[config.mk]
export PLATFORM = sky130hd
export DESIGN_NAME = vga_timing_gen_flat
export DESIGN_NICKNAME = d
export VERILOG_FILES = /design/src/rtl/vga_pkg.sv /design/src/rtl/vga_timing_gen_if.sv /design/src/rtl/vga_axis_counter.sv /design/src/rtl/vga_timing_gen.sv /design/src/flat_wrapper.sv
export SDC_FILE = /design/constraint.sdc
export NUM_CORES = 1
export LEC_CHECK = 0
export CAP_MARGIN = 20
export CORE_MARGIN = 10
export CORE_UTILIZATION = 35
export CTS_BUF_LIST = sky130_fd_sc_hd__clkbuf_8
export DETAILED_ROUTE_END_ITERATION = 10
export SLEW_MARGIN = 40
export SYNTH_ARGS = -nofsm -noshare
export SYNTH_HDL_FRONTEND = slang
export SYNTH_HIERARCHICAL = 1
export SYNTH_SLANG_ARGS = --single-unit
[constraint.sdc]
create_clock -name clk -period 2.8 [get_ports clk]
set_clock_uncertainty 0.2 [all_clocks]
set_input_delay 0.28 -clock clk [delete_from_list [all_inputs] [get_ports clk]]
set_output_delay 0.28 -clock clk [all_outputs]
set_load 0.02 [all_outputs]
[src/rtl/vga_pkg.sv]
// VGA 640x480@60 raster constants and the per-axis phase encoding,
// shared by the timing generator, bitGen and the glyph blocks.
package vga_pkg;

    localparam int CNT_W = 10;

    localparam int VGA_PIX_DIV = 2;

    localparam int VGA_H_VIS  = 640;
    localparam int VGA_H_FP   = 16;
    localparam int VGA_H_SYNC = 96;
    localparam int VGA_H_BP   = 48;

    localparam int VGA_V_VIS  = 480;
    localparam int VGA_V_FP   = 10;
    localparam int VGA_V_SYNC = 2;
    localparam int VGA_V_BP   = 33;

    // Gray-ordered: each phase step flips one bit, so sync/blank decodes
    // of the phase register do not glitch at a transition.
    typedef enum logic [1:0] {
        PH_VIS  = 2'b00,
        PH_FP   = 2'b01,
        PH_SYNC = 2'b11,
        PH_BP   = 2'b10
    } phase_e;

    function automatic int axis_total(int vis, int fp, int sync, int bp);
        return vis + fp + sync + bp;
    endfunction

    localparam int VGA_H_TOTAL =
        axis_total(VGA_H_VIS, VGA_H_FP, VGA_H_SYNC, VGA_H_BP);
    localparam int VGA_V_TOTAL =
        axis_total(VGA_V_VIS, VGA_V_FP, VGA_V_SYNC, VGA_V_BP);

endpackage

[src/rtl/vga_timing_gen_if.sv]
// Raster timing bundle from the timing generator to the pixel generator,
// glyph logic and the connector sync pins.
interface vga_timing_gen_if;
    import vga_pkg::*;

    logic             pixelClk;
    logic [CNT_W-1:0] hCount;
    logic [CNT_W-1:0] vCount;
    logic             bright;
    logic             hSync;
    logic             vSync;
    logic             lineStart;
    logic             frameStart;

    modport master (
        output pixelClk,
        output hCount,
        output vCount,
        output bright,
        output hSync,
        output vSync,
        output lineStart,
        output frameStart
    );

    modport slave (
        input pixelClk,
        input hCount,
        input vCount,
        input bright,
        input hSync,
        input vSync,
        input lineStart,
        input frameStart
    );

endinterface

[src/rtl/vga_axis_counter.sv]
// One raster axis: position counter plus VIS -> FP -> SYNC -> BP phase FSM.
// Count and phase are loaded from the same next value on one edge.
module vga_axis_counter
    import vga_pkg::*;
#(
    parameter int VIS  = VGA_H_VIS,
    parameter int FP   = VGA_H_FP,
    parameter int SYNC = VGA_H_SYNC,
    parameter int BP   = VGA_H_BP
) (
    input  logic             clk,
    input  logic             clr_n,
    input  logic             advance,
    output logic [CNT_W-1:0] count,
    output phase_e           phase,
    output logic             wrap
);

    localparam int TOTAL = axis_total(VIS, FP, SYNC, BP);

    localparam logic [CNT_W-1:0] LAST    = CNT_W'(TOTAL - 1);
    localparam logic [CNT_W-1:0] FP_AT   = CNT_W'(VIS);
    localparam logic [CNT_W-1:0] SYNC_AT = CNT_W'(VIS + FP);
    localparam logic [CNT_W-1:0] BP_AT   = CNT_W'(VIS + FP + SYNC);

    logic [CNT_W-1:0] count_next;
    phase_e           phase_next;

    assign wrap = (count == LAST);

    always_ff @(posedge clk) begin
        if (!clr_n) begin
            count <= '0;
            phase <= PH_VIS;
        end else begin
            count <= count_next;
            phase <= phase_next;
        end
    end

    always_comb begin
        count_next = count;
        phase_next = phase;
        if (advance) begin
            count_next = wrap ? '0 : count + CNT_W'(1);
            unique case (phase)
                PH_VIS: begin
                    if (count_next == FP_AT)
                        phase_next = PH_FP;
                end
                PH_FP: begin
                    if (count_next == SYNC_AT)
                        phase_next = PH_SYNC;
                end
                PH_SYNC: begin
                    if (count_next == BP_AT)
                        phase_next = PH_BP;
                end
                PH_BP: begin
                    if (wrap)
                        phase_next = PH_VIS;
                end
                default: phase_next = PH_VIS;
            endcase
        end
    end

endmodule

[src/rtl/vga_timing_gen.sv]
// VGA raster timing source: pixel-strobe divider, horizontal and vertical
// axis counters, and the registered line/frame start pulses.
module vga_timing_gen
    import vga_pkg::*;
#(
    parameter int PIX_DIV = VGA_PIX_DIV,
    parameter int H_VIS   = VGA_H_VIS,
    parameter int H_FP    = VGA_H_FP,
    parameter int H_SYNC  = VGA_H_SYNC,
    parameter int H_BP    = VGA_H_BP,
    parameter int V_VIS   = VGA_V_VIS,
    parameter int V_FP    = VGA_V_FP,
    parameter int V_SYNC  = VGA_V_SYNC,
    parameter int V_BP    = VGA_V_BP
) (
    input  logic             clk,
    input  logic             clr_n,
    vga_timing_gen_if.master vga
);

    localparam logic [3:0] DIV_LAST = 4'(PIX_DIV - 1);

    logic [3:0]       div;
    logic             tick;
    logic [CNT_W-1:0] h_count;
    logic [CNT_W-1:0] v_count;
    phase_e           h_phase;
    phase_e           v_phase;
    logic             h_wrap;
    logic             v_wrap;
    logic             pix_q;
    logic             line_q;
    logic             frame_q;

    // With PIX_DIV=1 DIV_LAST is 0, so tick holds high every clk.
    assign tick = (div == DIV_LAST);

    always_ff @(posedge clk) begin
        if (!clr_n)
            div <= '0;
        else if (tick)
            div <= '0;
        else
            div <= div + 4'd1;
    end

    vga_axis_counter #(
        .VIS  (H_VIS),
        .FP   (H_FP),
        .SYNC (H_SYNC),
        .BP   (H_BP)
    ) u_h (
        .clk     (clk),
        .clr_n   (clr_n),
        .advance (tick),
        .count   (h_count),
        .phase   (h_phase),
        .wrap    (h_wrap)
    );

    vga_axis_counter #(
        .VIS  (V_VIS),
        .FP   (V_FP),
        .SYNC (V_SYNC),
        .BP   (V_BP)
    ) u_v (
        .clk     (clk),
        .clr_n   (clr_n),
        .advance (tick & h_wrap),
        .count   (v_count),
        .phase   (v_phase),
        .wrap    (v_wrap)
    );

    // Pulses are loaded on the same edge that moves the counters to 0.
    always_ff @(posedge clk) begin
        if (!clr_n) begin
            pix_q   <= 1'b0;
            line_q  <= 1'b0;
            frame_q <= 1'b0;
        end else begin
            pix_q   <= tick;
            line_q  <= tick & h_wrap;
            frame_q <= tick & h_wrap & v_wrap;
        end
    end

    assign vga.pixelClk   = pix_q;
    assign vga.hCount     = h_count;
    assign vga.vCount     = v_count;
    assign vga.bright     = (h_phase == PH_VIS) && (v_phase == PH_VIS);
    assign vga.hSync      = (h_phase != PH_SYNC);
    assign vga.vSync      = (v_phase != PH_SYNC);
    assign vga.lineStart  = line_q;
    assign vga.frameStart = frame_q;

endmodule
[src/flat_wrapper.sv]
// flat-port wrapper written by rule: the top's interface ports become plain ports
module vga_timing_gen_flat import vga_pkg::*;
#(
    parameter int PIX_DIV = VGA_PIX_DIV,
    parameter int H_VIS   = VGA_H_VIS,
    parameter int H_FP    = VGA_H_FP,
    parameter int H_SYNC  = VGA_H_SYNC,
    parameter int H_BP    = VGA_H_BP,
    parameter int V_VIS   = VGA_V_VIS,
    parameter int V_FP    = VGA_V_FP,
    parameter int V_SYNC  = VGA_V_SYNC,
    parameter int V_BP    = VGA_V_BP
)
  (clk, clr_n, vga_pixelClk, vga_hCount, vga_vCount, vga_bright, vga_hSync, vga_vSync, vga_lineStart, vga_frameStart);
  vga_timing_gen_if vga_i ();
  input  logic clk;
  input  logic clr_n;
  output wire logic [$bits(vga_i.pixelClk)-1:0] vga_pixelClk;
  output wire logic [$bits(vga_i.hCount)-1:0] vga_hCount;
  output wire logic [$bits(vga_i.vCount)-1:0] vga_vCount;
  output wire logic [$bits(vga_i.bright)-1:0] vga_bright;
  output wire logic [$bits(vga_i.hSync)-1:0] vga_hSync;
  output wire logic [$bits(vga_i.vSync)-1:0] vga_vSync;
  output wire logic [$bits(vga_i.lineStart)-1:0] vga_lineStart;
  output wire logic [$bits(vga_i.frameStart)-1:0] vga_frameStart;
  assign vga_pixelClk = vga_i.pixelClk;
  assign vga_hCount = vga_i.hCount;
  assign vga_vCount = vga_i.vCount;
  assign vga_bright = vga_i.bright;
  assign vga_hSync = vga_i.hSync;
  assign vga_vSync = vga_i.vSync;
  assign vga_lineStart = vga_i.lineStart;
  assign vga_frameStart = vga_i.frameStart;
  vga_timing_gen #(.PIX_DIV(PIX_DIV), .H_VIS(H_VIS), .H_FP(H_FP), .H_SYNC(H_SYNC), .H_BP(H_BP), .V_VIS(V_VIS), .V_FP(V_FP), .V_SYNC(V_SYNC), .V_BP(V_BP)) u_core (.clk(clk), .clr_n(clr_n), .vga(vga_i));
endmodule
run_1/clock_map.png
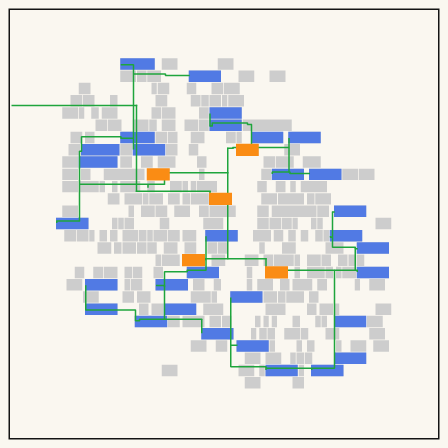
Key: cells driving clock nets = orange [count 5]; clock wires = green [length 432 um]; flip-flops = blue [count 31]
There are 6 routed clock nets.

run_1/final_congestion.png
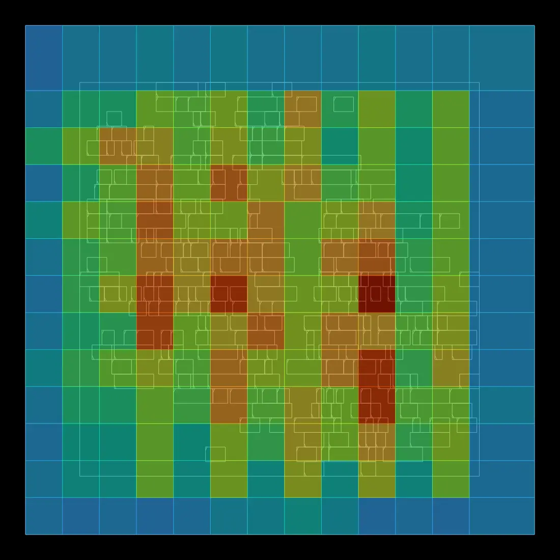
GRT met2 Usage: 0.1922
GR Util All Layers: 0.1036
GRT busiest layer: met2

==> flow_summary.toml, run 1 <==
# generated from flow reports
[floorplan]
fp_util = 0.3592
io_pins = 28
chipArea_mm2 = 0.009014
fp.dieH_um = 94.94
die_x_um = 94.94
coreArea_mm2 = 0.005473

[pwr]
p_sw_mw = 0.2326
peakVddDrop_v = 0.0002577
seqPwrFrac = 0.456
internal-power_mw = 0.7840
switching_share = 0.2288

[global_routing]
grt_use_met3 = 0.04124
grt_max_degree = 15
grt_pass1_wl_um = 7569

[setup_path]
cp-end-kind = "flop"
criticalPathCategory = "flop to flop"
reg2reg_from = "u_core/u_h/count[1]"
cp-start-kind = "flop"
crit_family = "simple AND/OR/NAND/NOR gates"
crit_chain = "ha_4, and4_4, and2b_1, and4_1, nand2_2, nor3_4, nand3b_1, or4_4, o41ai_4, a41oi_2, nor3_2, o221a_1"
regToRegSetupSlack_ns = 0.17
path_buffers = 0
slowest_delay_ns = 0.45

[hold_path]
hold_depth = 1
min_to = "u_core/div[0]"

[layout]
finalNetCount = 274
fillers = 561
diodes = 0
top_regs = "u_core/u_h/count: 10 flops, u_core/u_v/count: 10 flops, u_core/div: 4 flops"
synthToLayoutAreaGrowth_pct = 29.22
drive_above_1_share = 0.1992

[synthesis]
ys_cells = 228
yosys.area.top_type_share = 0.3157
ys_seq_frac = 0.3157
yosysWarnings = 6
top_cells_by_count = "dfxtp_1 (31), nand2_1 (17), nor2_1 (17), inv_1 (11), nand4_1 (10)"
synth_xor_xnor_area_share = 0.06238
mux_share = 0.03119
synthFlopType = "dfxtp_1"
top_cell = "dfxtp_1"
edf_count = 0
synthCells = 228
simple_gate_share = 0.3170

[sta]
setup_viol = 0
fin_crit_ns = 2.626
slew_headroom = 0.6984
period_used_share = 0.9378
final-max-slew-violation-count = 0
final-hold-violation-count = 0

[routing]
wl_met3_um = 308
drc = 0
num_vias = 1762
drt-met1-wl_um = 1993
routedWlPerCell_um = 13.73
ant_nets = 0
avgViaCountPerCell = 5.213
wl_met2_um = 2294
dr.pass1.iters = 4

[placement]
port-buffer-count = 27

[clock_network]
numClockSinks = 31
cts_buffers = 5
cts_setup_buffers = 0
htreeDepth = 2

[status]
status = "complete, no violations"

[run]
maxCapViolCount = 0
run_1/pins.png
Pins as bars across the die edge, other pins in gray.
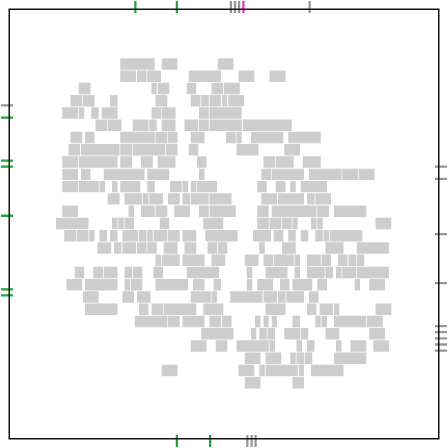
Key: vga_vSync = magenta [pins 1, direction output, edge north]; vga_hCount = green [pins 10, direction output, edge 6 west, 2 north, 2 south]

run_1/cell_classes.png
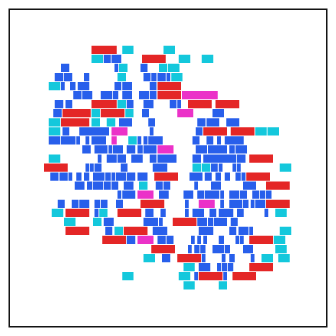
Key: other buffers and delay cells = cyan [cells 43]; clock drivers and dummy loads = magenta [cells 8]; flip-flops = red [cells 31]; all other logic = blue [cells 184]

[run 1: worst max path at each step]
stage,start,endpoint,slack [ns],cells past startpoint
after floorplan,u_core/u_h/count[1],u_core/u_v/phase[1],-0.04,14
after global placement,u_core/u_h/count[1],u_core/u_v/count[7],0.16,11
after detailed placement,u_core/u_h/count[1],u_core/u_v/count[7],0.1,11
after CTS,u_core/u_h/count[1],u_core/u_v/count[7],0.09,11
after global routing,u_core/u_h/count[1],u_core/u_v/phase[1],-0.02,12
final,u_core/u_h/count[1],u_core/u_v/phase[1],0.17,12
[run 1: per-stage QoR]
| step | worst slack, ns | power (mW) | utilization | area, um2 | instances |
|---|---|---|---|---|---|
| global route | -0.01615 | 1.059 | 0.4641 | 2540 | 338 |
| finish | 0.1742 | 1.017 | 0.4641 | 2540 | 338 |
| global placement | 0.1618 | 0.5690 | 0.4383 | 2399 | 330 |
| floorplan | -0.03914 | 0.5325 | - | 2004 | 228 |
| CTS | 0.08970 | 1.030 | 0.4598 | 2516 | 338 |
| detailed placement | 0.09937 | 0.5700 | 0.4383 | 2399 | 330 |
[run 1: area by class of cell]
cell class / instances / share of cell area
Clock buffer: 6 / 0.03251
Clock inverter: 2 / 0.01379
Inverter: 11 / 0.01724
Multi-Input combinational cell: 173 / 0.4990
Sequential cell: 31 / 0.2483
Tap cell: 72 / 0.03547
Timing Repair Buffer: 43 / 0.1537
[run 1: power groups by stage]
stage	logic [mW]	registers (mW)	clock network [mW]
global placement	0.0966	0.472	0
detailed placement	0.0970	0.473	0
finish	0.0978	0.463	0.456
CTS	0.0976	0.463	0.470
global route	0.110	0.464	0.485
floorplan	0.0493	0.483	0
--- run 2 (diff from run 1) ---
--- a/config.mk
+++ b/config.mk
@@ -10,6 +10,7 @@
 export CORE_UTILIZATION = 35
 export CTS_BUF_LIST = sky130_fd_sc_hd__clkbuf_8
 export DETAILED_ROUTE_END_ITERATION = 10
+export GPL_TIMING_DRIVEN = 0
 export SLEW_MARGIN = 40
 export SYNTH_ARGS = -nofsm -noshare
 export SYNTH_HDL_FRONTEND = slang
run_2/clock_map.png
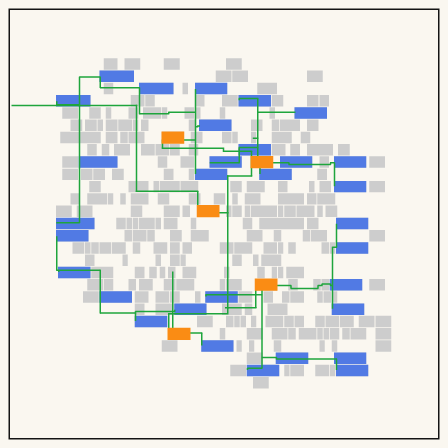
Key: clock wires = green [length 486 um]; flip-flops = blue [count 31]; cells driving clock nets = orange [count 5]
There are 6 routed clock nets.

run_2/pins.png
Pins as bars across the die edge, other pins in gray.
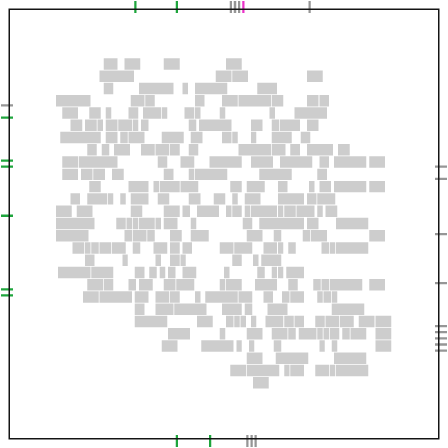
Key: vga_hCount = green [pins 10, direction output, edge 6 west, 2 north, 2 south]; vga_vSync = magenta [pins 1, direction output, edge north]
All pins by edge: 9 east, 7 west, 7 north, 5 south.

==> run 2 against run 1 <==
  * Maximum frequency down 4.0%
  * Utilization decreased by 0.46 points
  * Critical path depth grew 1
  * Via count fell by 0.74%
==> flow_summary.toml, run 2 <==
# generated from flow reports
[setup_path]
cp-end-kind = "flop"
cp_common_cell = "and4_4"
r2r-end = "u_core/u_v/phase[1]"
cp-start-kind = "flop"
worstPathArrival_ns = 2.76
crit_fanout = 3
regToRegSetupSlack_ns = 0.07
reg2reg_from = "u_core/u_h/count[0]"
crit_start = "u_core/u_h/count[0]"
slowest_delay_ns = 0.44
crit_chain = "ha_4, and4_4, and2b_1, and4_4, nand2_2, nor3_4, buf_6, nand3b_1, or4_4, o41ai_4, a41oi_2, nor3_2, o221a_1"
cp.required_ns = 2.83
cp_slowest_cell = "or4_4"
reg2regPathDepth = 13
endpoint = "u_core/u_v/phase[1]"
criticalPathCategory = "flop to flop"

[floorplan]
fp.dieH_um = 94.94
chipArea_mm2 = 0.009014
coreArea_mm2 = 0.005473
die_x_um = 94.94
io_pins = 28
fp_util = 0.3592
rows = 27

[synthesis]
synth_cell_types = 61
ys_seq_frac = 0.3157
avgSynthCellArea_um2 = 8.621
yosysWarnings = 6
top_cell = "dfxtp_1"
async_flop_share = 0
ys_cells = 228
area_leaders = "dfxtp_1 (32%), ha_1 (4.5%), nand2_1 (3.2%)"
ys.flops = 31
yosys-stat-area_mm2 = 0.001966
top_cells_by_count = "dfxtp_1 (31), nand2_1 (17), nor2_1 (17), inv_1 (11), nand4_1 (10)"
mappedNetlistArea_mm2 = 0.001966
synthCells = 228
synthFlopType = "dfxtp_1"
syn_nets = 237
yosys.area.top_type_share = 0.3157
edf_count = 0
yosysTopAreaCell = "dfxtp_1"

[hold_path]
worstHoldStart = "u_core/div[0]"
min_to = "u_core/div[0]"
holdCritPathClass = "flop to flop"
hold_depth = 1

[layout]
fillers = 582
finalNetCount = 276
lay_top_count = "clkdlybuf4s50_1"
diodes = 0
synthToLayoutAreaGrowth_pct = 27.94
top_regs = "u_core/u_h/count: 10 flops, u_core/u_v/count: 10 flops, u_core/div: 4 flops"
layout_top_cells = "clkdlybuf4s50_1 (27), dfxtp_1 (26), nor2_1 (17), nand2_1 (16), inv_1 (12)"
layout.cells.non_filler = 340
design_area_mm2 = 0.002515
drive_above_1_share = 0.1866
final_util = 0.4595

[placement]
postPlaceCellArea_mm2 = 0.002365
hpwl_um = 3227
pre_cts_slack_ns = -0.2462
gp_congestion = 0.8416
placedCellCount = 327
port-buffer-count = 27

[clock_network]
htreeDepth = 2
clk_latency_ns = 0.28
cts_buffers = 5
root_buffer = "clkbuf_8"
cts_tree = "built"
ctsHoldBuffers = 0
clk_pin_slew_worst_paths_ns = 0.07
numClockSinks = 31
clk_path_buf_depth = 2

[global_routing]
grt_busiest_layer = "met2"
antenna_found_initial = 0
grtUsageMet2 = 0.1745
grt_max_degree = 14
track_usage = 0.1029
grt.overflow.total = 0
grt_pass1_vias = 1677
grt_use_met3 = 0.03807
grt_pass1_wl_um = 7500
grt_use_met1 = 0.1150

[status]
status = "complete, no violations"

[sta]
tightest_slew_ns = 0.5190
setup_viol = 0
setup_tns_ns = 0
period_used_share = 0.9767
fin_crit_ns = 2.735
hold_slack_ns = 0.2909
fmax_mhz = 365.7
layout_setup_ws_ns = 0.06530
slew_headroom = 0.6540
rsz0062_at_grt = "yes"
final-hold-violation-count = 0
final-max-slew-violation-count = 0

[routing]
dr.pass1.iters = 4
wl_met3_um = 282
wl_met2_um = 2194
routedWlPerCell_um = 13.23
num_vias = 1749
drc = 0
avgViaCountPerCell = 5.144
drt-met1-wl_um = 1949
ant_nets = 0
drt_iter0_drc = 29
top_layer = "met4"
drt_wl_total_um = 4497

[pwr]
p_total_mw = 0.8925
peakVddDrop_v = 0.0001636
power_density_mw_per_mm2 = 354.9
p_leak_nw = 0.8578

[run]
maxCapViolCount = 0
openroad.warnings = 32
run 2: cell types whose count changed in the layout (fill, tap and decap cells not counted), sizes merged:
cell | previous run | this run
clkdlybuf4s15 | 0 | 1
inv | 11 | 13
buf | 16 | 10
clkbuf | 6 | 12
bufinv | 1 | 0
run 2: area by class of cell:
| class | count | area (um2) | area share |
|---|---|---|---|
| multi-input cells | 173 | 1274 | 0.5065 |
| well taps | 72 | 90.09 | 0.03582 |
| inverters | 11 | 43.79 | 0.01741 |
| repair buffers | 35 | 330.3 | 0.1313 |
| plain buffers | 10 | 63.81 | 0.02537 |
| flip-flops and latches | 31 | 631.9 | 0.2512 |
| clock buffers | 5 | 68.82 | 0.02736 |
| clock inverters | 3 | 12.51 | 0.004975 |
run 2: worst max-delay path: cells and delay by family, from the launching register on:
family | cells | cell delay (ns)
simple gates | 8 | 1.51
flops | 1 | 0.36
compound gates | 3 | 0.35
buf+inv | 1 | 0.14
fa+ha+maj | 1 | 0.13
run 2: report_power, final:
| group | switching (mW) | internal [mW] | total (mW) | leakage, nW |
|---|---|---|---|---|
| clock network | 0.167 | 0.167 | 0.334 | 0.0505 |
| logic | 0.0539 | 0.0415 | 0.0954 | 0.554 |
| registers | 0.0103 | 0.453 | 0.464 | 0.253 |
run 2: kinds of logic after synthesis:
logic type,Yosys count,synth area share
multiplexers,6,0.03119
XOR/XNOR,14,0.06238
AND-OR/OR-AND,42,0.1687
AND/OR/NAND/NOR,104,0.3170
buffers and inverters,24,0.06046
flip-flops,31,0.3157
adder cells (fa/ha/maj),7,0.04456
run 2: repair_timing:
item                                    CTS  global route
setup buffers                             5             3
endpoints found under the setup margin    4             3
resized                                   4             4
pin swaps                                 5             4
Power is estimated from default activity; no workload was simulated.
